==> images/layer_met1.png <==
Supply wires on this layer in grey.
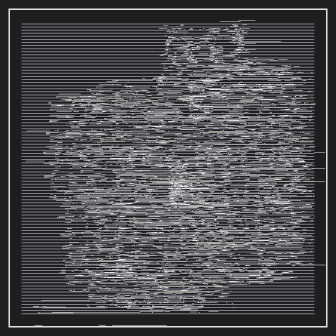
==> images/layer_met2.png <==
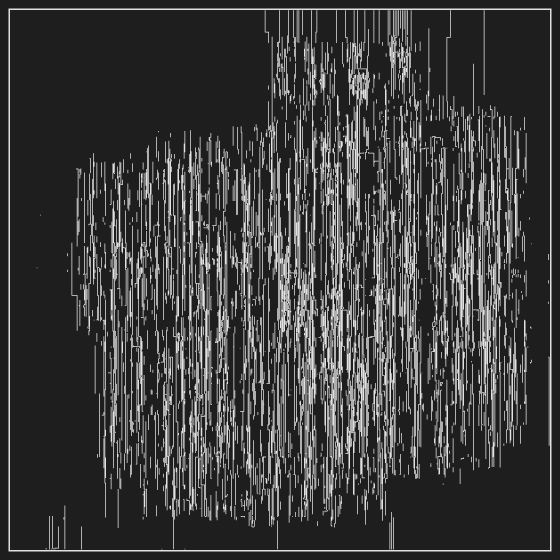
==> images/layer_met3.png <==
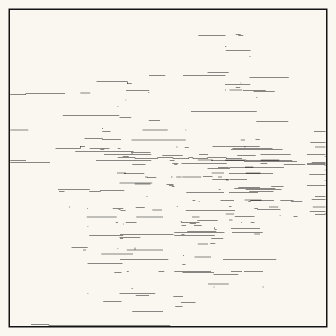
==> config.mk <==
export PLATFORM = sky130hd
export DESIGN_NAME = flit_inject_ni
export DESIGN_NICKNAME = d
export VERILOG_FILES = /design/src/rtl/flit_inject_ni_pkg.sv /design/src/rtl/ni_sync_fifo.sv /design/src/rtl/flit_inject_ni.sv
export SDC_FILE = /design/constraint.sdc
export NUM_CORES = 1
export LEC_CHECK = 0
export CORE_MARGIN = 10
export CORE_UTILIZATION = 40
export CTS_CLUSTER_SIZE = 16
export DETAILED_ROUTE_END_ITERATION = 8
export RECOVER_POWER = 100
export SLEW_MARGIN = 20
export SYNTH_ARGS = -nofsm -noshare
export SYNTH_HDL_FRONTEND = slang
export SYNTH_SLANG_ARGS = --single-unit
==> constraint.sdc <==
create_clock -name clk -period 3.8 [get_ports clk]
set_input_delay 0.57 -clock clk [delete_from_list [all_inputs] [get_ports clk]]
set_output_delay 0.57 -clock clk [all_outputs]
set_load 0.02 [all_outputs]
==> results.py <==
# Synthesis and PnR figures
metrics = {
    "floorplan": {
        "rows": 94,
        "nWellTaps": 864,
        "coreArea_mm2": 0.0661,
        "ios": 63,
        "fp_util": 0.406,
        "dieHeight_um": 279,
        "die_w_um": 279,
    },
    "power": {
        "power_leader": "registers",
        "p_per_area_mw_per_mm2": 774,
        "ir_worst_vdd_v": 0.000529,
        "clockPowerShare": 0.289,
        "pwr-share-comb": 0.304,
        "cell_internal_pwr_w": 0.0166,
        "pwr-share-seq": 0.407,
        "seq_cell_power_w": 0.00974,
        "p_total_w": 0.0240,
        "switching_power_w": 0.00736,
        "swShare": 0.307,
        "pwr.group.clock_w": 0.00693,
        "leakage_nw": 10.1,
    },
    "cells_and_area": {
        "nNonClkInverters": 23,
        "n_antenna_cell": 0,
        "comb_area_frac": 0.191,
        "bufAreaShareNonClock": 0.0329,
        "final_util": 0.468,
        "area_growth_syn_to_layout_pct": 15.4,
        "final-clk-cell-share": 0.0749,
        "signal_buffers": 142,
        "largest_reg_flops": 640,
        "comb_cells": 430,
        "nFlopsAndLatches": 692,
        "lay_top_cells": "edfxtp_1 (640), mux4_2 (189), clkbuf_16 (72)",
        "seqCellArea_mm2": 0.0205,
        "fill_cells": 5471,
        "final_cell_area_mm2": 0.0310,
        "largest_cell_class": "flip-flops and latches",
        "final_common_cell": "edfxtp_1",
        "clkbuf_count": 90,
        "drive_above_1_share": 0.266,
        "final_nets": 1402,
        "comb_area_mm2": 0.00591,
        "seq_share": 0.663,
        "fin_cells": 2279,
    },
    "final_timing": {
        "rsz0062_at_grt": "no",
        "fin_crit_ns": 3.52,
        "setup_viol": 0,
        "fmax_ghz": 0.284,
        "fin_setup_tns_ns": 0,
        "hold_viol": 0,
        "finClkSkew_ns": 0.0193,
        "relSlewSlack": -0.0636,
        "min_period_over_period": 0.928,
        "report.final.slew_viol_count": 60,
    },
    "clock_tree": {
        "postCtsSetupRepairBufs": 0,
        "cts_resized": 0,
        "clock_sinks": 692,
        "path_clk_slew_ns": 0.06,
        "cts_buffers": 71,
        "cts_root_buf": "clkbuf_16",
        "htreeDepth": 3,
        "hold_buffers": 1,
        "clock_path_buffers": 3,
    },
    "synthesis": {
        "ys_sh_xor": 0.00555,
        "synth.logic.top_family": "multiplexers",
        "top_cell_area_share": 0.717,
        "synth_area_mm2": 0.0268,
        "ys_types": 50,
        "synth-adder-area-share": 0.00896,
        "aoi_share": 0.0126,
        "synth_stat.cells": 1203,
        "ys_warn_count": 0,
        "top_area_cell": "edfxtp_1",
        "synthSimpleGateAreaFrac": 0.0212,
        "edf_count": 640,
        "synth_cells": 1203,
        "async_reset_ff_frac": 0.0751,
        "synth-main-ff-cell": "edfxtp_1",
        "ys_seq_share": 0.765,
        "syn-num-nets": 1245,
        "synth_dominant_cell_count": "edfxtp_1",
        "ys_ff": 692,
        "yosys_area_mm2": 0.0268,
        "synthTopCellsByArea": "edfxtp_1 (72%), mux4_2 (16%), dfrtp_1 (4.8%)",
        "common_cells": "edfxtp_1 (640), mux4_2 (189), dfrtp_1 (51), nor2_1 (47), mux2i_1 (34)",
    },
    "setup_path": {
        "crit_buf_inv": 1,
        "path_max_fanout": 26,
        "worst_setup_path_end_kind": "flip-flop",
        "slowest_delay_ns": 0.73,
        "rrSetupSlack_ns": 0.28,
        "cp_data_required_time_ns": 4.03,
        "slowest_stage": "dfrtp_4",
        "worst_r2r_path_depth": 8,
        "path_cells": "mux2i_1 -> a22oi_1 -> nand3_1 -> nand4_4 -> o41ai_4 -> or3b_1 -> nor2_2 -> clkbuf_2",
        "critPathLaunchType": "flip-flop",
        "path_class": "flip-flop to flip-flop",
        "worst_ep_arrival_time_ns": 3.75,
    },
    "drt": {
        "drc": 0,
        "drt-met1-wl_mm": 25.4,
        "first_pass_iters": 7,
        "wl_met2_mm": 32.0,
        "met3_length_mm": 3.38,
        "drt_iter0_drc": 1302,
        "top_layer": "met5",
        "ant_nets": 0,
        "avgViaCountPerCell": 5.50,
        "wl_per_cell_um": 27.1,
    },
    "place": {
        "post-place-ws_ns": 0.405,
        "placed_cell_area_mm2": 0.0290,
        "gp_congestion": 0.816,
        "dp_cells": 2150,
        "dp_hpwl_mm": 37.0,
        "io_buffers": 62,
    },
    "min_path": {
        "whs_path_depth": 1,
        "hold_class": "flip-flop to flip-flop",
    },
    "flow_run": {
        "tool_warnings": 29,
        "cap_violations": 2,
    },
    "grt": {
        "grt_max_degree": 86,
        "grt_pass1_wl_mm": 90.7,
        "grt_pass1_vias": 13100,
        "busiest_layer": "met2",
        "gr-total-overflow": 0,
    },
    "outcome": {
        "violations": "max-capacitance violations, max-slew violations",
        "status": "finished with violations",
    },
}
About layer_met1.png:
share of all routed wire: 41%
longest straight run: 78.2 um
met1 usage: 0.206
DRT Wirelength: 61.9 mm
vias: 12500

About layer_met2.png:
wire length on this layer: 32.0 mm
main direction: vertical
nets with wire on the layer: 1282
longest straight run: 102 um
met2 Use GR: 0.274

About layer_met3.png:
wire length on this layer: 3380 um
longest straight run: 107 um
met3 usage: 0.0277

Power and IR drop assume default switching activity.
